## src/rtl/memdec_pkg.sv

```systemverilog
// memdec_pkg: shared encodings and helpers for the memory region decoder.
//   cause_e : fault cause codes reported on resp_cause / fault_cause
//   size_e  : access size codes carried on req_size (2'b11 is illegal)
//   clog2   : constant-evaluable ceiling log2 used to size the region index
package memdec_pkg;

  typedef enum logic [1:0] {
    CAUSE_NONE       = 2'b00,
    CAUSE_UNMAPPED   = 2'b01,
    CAUSE_MISALIGNED = 2'b10,
    CAUSE_RO_WRITE   = 2'b11
  } cause_e;

  typedef enum logic [1:0] {
    SZ_BYTE = 2'b00,
    SZ_HALF = 2'b01,
    SZ_WORD = 2'b10
  } size_e;

  function automatic int unsigned clog2(input int unsigned v);
    int unsigned r;
    r = 0;
    while ((32'd1 << r) < v) r++;
    return r;
  endfunction

endpackage

```

## src/rtl/mem_region_match.sv

```systemverilog
// mem_region_match: combinational address window matcher and relocator.
//   addr  in  32     virtual address
//   hit   out 1      some window contains addr
//   idx   out RID_W  lowest-index window containing addr (0 on miss)
//   phys  out PA_W   REGION_PHYS[idx] + addr - REGION_BASE[idx] (0 on miss)
module mem_region_match
  import memdec_pkg::*;
#(
  parameter int unsigned                   NUM_REGIONS = 2,
  parameter int unsigned                   PA_W        = 13,
  parameter int unsigned                   RID_W       = 1,
  parameter logic [NUM_REGIONS*32-1:0]     REGION_BASE = {32'h7FFFEFFC, 32'h10010000},
  parameter logic [NUM_REGIONS*32-1:0]     REGION_SIZE = {32'h1000, 32'h1000},
  parameter logic [NUM_REGIONS*32-1:0]     REGION_PHYS = {32'h1000, 32'h0}
) (
  input  logic [31:0]      addr,
  output logic             hit,
  output logic [RID_W-1:0] idx,
  output logic [PA_W-1:0]  phys
);

  logic [31:0] base;
  logic [32:0] limit;

  always_comb begin
    hit   = 1'b0;
    idx   = '0;
    phys  = '0;
    base  = '0;
    limit = '0;
    for (int unsigned i = 0; i < NUM_REGIONS; i++) begin
      base  = REGION_BASE[i*32 +: 32];
      // 33-bit end so a window reaching 0xFFFFFFFF does not wrap to zero
      limit = {1'b0, base} + {1'b0, REGION_SIZE[i*32 +: 32]};
      if (!hit && (addr >= base) && ({1'b0, addr} < limit)) begin
        hit  = 1'b1;
        idx  = RID_W'(i);
        phys = PA_W'(REGION_PHYS[i*32 +: 32] + addr - base);
      end
    end
  end

endmodule

```

## src/rtl/mem_region_decoder.sv

```systemverilog
// mem_region_decoder: pipelined virtual-to-physical decoder for the data path.
// Matches req_addr against NUM_REGIONS windows, relocates, checks alignment
// and read-only regions, and returns a registered response (1-cycle latency,
// single output register, valid/ready both sides). The first fault is latched
// in a sticky status register; later faults bump a saturating overflow count.
// Ports:
//   clk, rst                     clock, async active-high reset
//   req_valid/req_ready          request handshake
//   req_addr, req_size, req_write request fields
//   resp_valid/resp_ready        response handshake
//   resp_phys_addr, resp_region, resp_fault, resp_cause  response fields
//   fault_valid, fault_addr, fault_cause, fault_ovf, fault_clr  sticky status
//   hit_cnt                      per-region 16-bit hit counters
// Optional: define MEMDEC_HIT_CNT_EN to add hit_cnt and its counters.
module mem_region_decoder
  import memdec_pkg::*;
#(
  parameter int unsigned               NUM_REGIONS = 2,
  parameter int unsigned               PA_W        = 13,
  parameter logic [NUM_REGIONS*32-1:0] REGION_BASE = {32'h7FFFEFFC, 32'h10010000},
  parameter logic [NUM_REGIONS*32-1:0] REGION_SIZE = {32'h1000, 32'h1000},
  parameter logic [NUM_REGIONS*32-1:0] REGION_PHYS = {32'h1000, 32'h0},
  parameter logic [NUM_REGIONS-1:0]    REGION_RO   = '0,
  localparam int unsigned              RID_W = (NUM_REGIONS > 1) ? clog2(NUM_REGIONS) : 1
) (
  input  logic             clk,
  input  logic             rst,
  input  logic             req_valid,
  output logic             req_ready,
  input  logic [31:0]      req_addr,
  input  logic [1:0]       req_size,
  input  logic             req_write,
  output logic             resp_valid,
  input  logic             resp_ready,
  output logic [PA_W-1:0]  resp_phys_addr,
  output logic [RID_W-1:0] resp_region,
  output logic             resp_fault,
  output logic [1:0]       resp_cause,
  output logic             fault_valid,
  output logic [31:0]      fault_addr,
  output logic [1:0]       fault_cause,
  input  logic             fault_clr,
  output logic [7:0]       fault_ovf
`ifdef MEMDEC_HIT_CNT_EN
  ,
  output logic [NUM_REGIONS*16-1:0] hit_cnt
`endif
);

  logic             match_hit;
  logic [RID_W-1:0] match_idx;
  logic [PA_W-1:0]  match_phys;
  logic             misaligned;
  logic             accept;
  logic             is_fault;
  cause_e           cause;

  // Padded to the full index range so any idx value selects a defined bit
  localparam logic [(2**RID_W)-1:0] RO_VEC = (2**RID_W)'(REGION_RO);

  mem_region_match #(
    .NUM_REGIONS (NUM_REGIONS),
    .PA_W        (PA_W),
    .RID_W       (RID_W),
    .REGION_BASE (REGION_BASE),
    .REGION_SIZE (REGION_SIZE),
    .REGION_PHYS (REGION_PHYS)
  ) u_match (
    .addr (req_addr),
    .hit  (match_hit),
    .idx  (match_idx),
    .phys (match_phys)
  );

  assign req_ready = !resp_valid || resp_ready;
  assign accept    = req_valid && req_ready;

  always_comb begin
    misaligned = 1'b0;
    case (req_size)
      SZ_BYTE: misaligned = 1'b0;
      SZ_HALF: misaligned = req_addr[0];
      SZ_WORD: misaligned = (req_addr[1:0] != 2'b00);
      default: misaligned = 1'b1;
    endcase
  end

  always_comb begin
    cause = CAUSE_NONE;
    if (!match_hit)                       cause = CAUSE_UNMAPPED;
    else if (misaligned)                  cause = CAUSE_MISALIGNED;
    else if (req_write && RO_VEC[match_idx]) cause = CAUSE_RO_WRITE;
  end

  assign is_fault = (cause != CAUSE_NONE);

  // Response register: loads on accept, drains when the consumer takes it
  always_ff @(posedge clk or posedge rst) begin
    if (rst) begin
      resp_valid     <= 1'b0;
      resp_phys_addr <= '0;
      resp_region    <= '0;
      resp_fault     <= 1'b0;
      resp_cause     <= '0;
    end else if (accept) begin
      resp_valid     <= 1'b1;
      resp_phys_addr <= match_phys;
      resp_region    <= match_idx;
      resp_fault     <= is_fault;
      resp_cause     <= cause;
    end else if (resp_ready) begin
      resp_valid     <= 1'b0;
    end
  end

  // Sticky fault: a clear in the same cycle as a new fault acts first, so the
  // new fault is then treated as the first one.
  always_ff @(posedge clk or posedge rst) begin
    if (rst) begin
      fault_valid <= 1'b0;
      fault_addr  <= '0;
      fault_cause <= '0;
      fault_ovf   <= '0;
    end else begin
      if (fault_clr) begin
        fault_valid <= 1'b0;
        fault_ovf   <= '0;
      end
      if (accept && is_fault) begin
        if (!fault_valid || fault_clr) begin
          fault_valid <= 1'b1;
          fault_addr  <= req_addr;
          fault_cause <= cause;
        end else if (fault_ovf != 8'hFF) begin
          fault_ovf <= fault_ovf + 8'd1;
        end
      end
    end
  end

`ifdef MEMDEC_HIT_CNT_EN
  always_ff @(posedge clk or posedge rst) begin
    if (rst) begin
      hit_cnt <= '0;
    end else if (accept && !is_fault) begin
      for (int unsigned i = 0; i < NUM_REGIONS; i++) begin
        if (match_idx == RID_W'(i))
          hit_cnt[i*16 +: 16] <= hit_cnt[i*16 +: 16] + 16'd1;
      end
    end
  end
`endif

endmodule

```

## config.mk

```make
export PLATFORM = sky130hd
export DESIGN_NAME = mem_region_decoder
export DESIGN_NICKNAME = d
export VERILOG_FILES = /design/src/rtl/memdec_pkg.sv /design/src/rtl/mem_region_match.sv /design/src/rtl/mem_region_decoder.sv
export SDC_FILE = /design/constraint.sdc
export NUM_CORES = 1
export LEC_CHECK = 0
export CAP_MARGIN = 0
export CORE_UTILIZATION = 47
export CTS_BUF_LIST = sky130_fd_sc_hd__clkbuf_8
export DETAILED_ROUTE_END_ITERATION = 12
export PLACE_DENSITY = 0.82
export SYNTH_ARGS = -nofsm -noshare
export SYNTH_HDL_FRONTEND = slang
export SYNTH_HIERARCHICAL = 1
export SYNTH_SLANG_ARGS = --single-unit
```

## constraint.sdc

```tcl
create_clock -name clk -period 2.3 [get_ports clk]
set_clock_uncertainty 0.05 [all_clocks]
set_input_delay 0.46 -clock clk [delete_from_list [all_inputs] [get_ports clk]]
set_output_delay 0.46 -clock clk [all_outputs]
set_load 0.1 [all_outputs]
```

Figure 1. Zoomed window.
Scale bar: 20 um. Window x 16 to 66, y 32 to 82 um. Cells in gray, sequential cells in the stronger gray; small squares are vias.
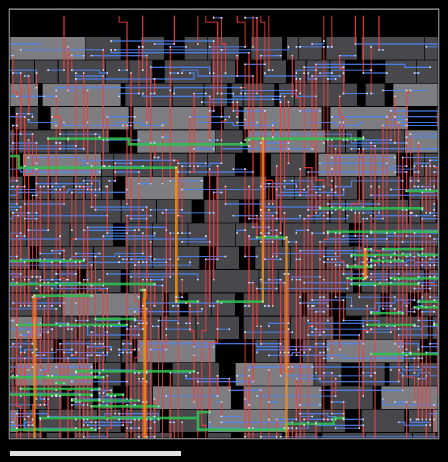
[blue] M1
[orange] M4
[red] M2
[green] M3
cells with their middle in the window: 184
most frequent: buf_4 (34), dfrtp_1 (20), o21ai_0 (11)
sequential cells in the window: 21
netlist names of flops here include: fault_addr (7), resp_phys_addr (6), fault_ovf (4)

==> changes_impl.md <==
## Flow update

- CTS tree: yes
- Simple-Gate Area Share: 0.1648
- Placer Congestion: 0.8777
- R2r setup slk: 400 ps
- Gate power share: 0.417
- RSZ-0062 raised after global routing: true
- Placed cell count: 458
- Buffers on Ports: 100
- Registers, synthesis: 61
- Asr flop ratio synth: 1.000
- Top cells excl fill/tap: buf_4, dfrtp_1, mux2_4, mux2_2, clkdlybuf4s50_1
- Crit share post-route: 1.127
- Leading area contributor after synthesis: dfrtp_1
- Largest Register: fault_addr
- Largest fanout on the critical path: 6
- FA/HA/MAJ Cells, Area Fraction: 0.01261
- WS Path Type: in -> reg
- First-pass GRT wire length: 14.08 mm
- Buffers, non-clock: 160
- Largest power group: combinational logic
- Highest routed layer: met4
- MI comb cells: 175
- Ys cells: 252
- Hold path startpoint: req_addr[18]
- CTS max path bufs: 2
- Worst Hold Class: in -> reg
- Root buf cell: clkbuf_8
- Sw Ratio: 0.4270
- Final setup fails: 40
- Logic inverters: 7
- Setup bufs post-CTS: 19
- WHS: 394.8 ps
- Most frequent cell after synthesis: dfrtp_1
- Crit. End Element: flop
- DR vias: 2863
- Crit path max-delay family: simple AND/OR/NAND/NOR gates
- Crit path DAT: 2820 ps
- Vias per Instance: 5.807
- Outcome: finished with violations
- Final WL: 9.296 mm
- Slew headroom: 0.6988
- Slowest-stage cell, CP: or4b_4
- Crit path buf inv count: 3
- Setup TNS: -7294 ps
- Design Area, Final: 0.004907 sq mm
- Syn nets: 295
- Crit path DRT: 2520 ps
- Latest clock arrival within the worst-skew pair: 340 ps
- Pwr dens: 813.4 mW/mm^2
- Slew @ Worst Pin: 447.0 ps
- Seq/Total Area, Yosys: 0.5128
- Io pins: 102
- Hold EP: fault_addr[18]$_DFFE_PP0P_
- Synth cell types: 50
- Yosys Chip Area: 0.002977 sq mm
- Static Leak: 2.398 nW
- Reg clk slew, reported paths: 80 ps
- Avg WL per Cell: 18.86 um
- Fmax: 0.3859 GHz
- Residual DRC: 0
- Top cells by count, synth: dfrtp_1, mux2_2, o21ai_0
- Mean Syn Cell Area: 11.81 sq um
- Most used flip-flop cell: dfrtp_1
- Met3 wire length: 618 um
- PnR worst setup slack: -291.3 ps
- Met1 Use GR: 0.3469
- Worst setup path startpoint: req_addr[2]
- Commonest Layout Cell: buf_4
- M3 GR Usage: 0.06444
- Logic area: 0.001645 sq mm
- Critical Path, Cell by Cell: buf_8 -> ha_4 -> nand3_4 -> or3_4 -> o2111ai_4 -> inv_2 -> or2_4 -> or3b_4 -> buf_6 -> nand4_4 -> or4b_4 -> a21oi_2
- Aggregate global-route resource usage: 0.2871
- Clock network share of area: 0.04335
- Pins over their slew limit: 0
- Max VDD drop: 658.0 uV
- Placed cell area: 0.004244 sq mm
- Number of enable flip-flop cells: 0
- Critical path destination: fault_ovf[1]$_DFF_PP0_
- Fp util: 0.4940
- GRT Max-Usage Layer: met2
- Failing checks: setup timing
- RR Startpoint: fault_ovf[0]$_DFF_PP0_
- MUX area fraction: 0.1778
- Clock share of power: 0.263
- Met2 routed WL: 4.652 mm
Figure 2. Clock routing.
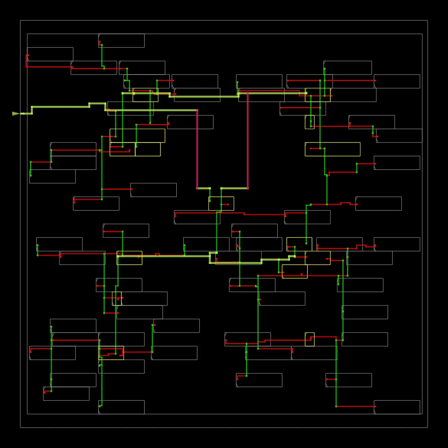
sequential cells: 61
Num Clock Sinks: 61

Power figures rest on the tool's default switching activity, not on a simulated workload.
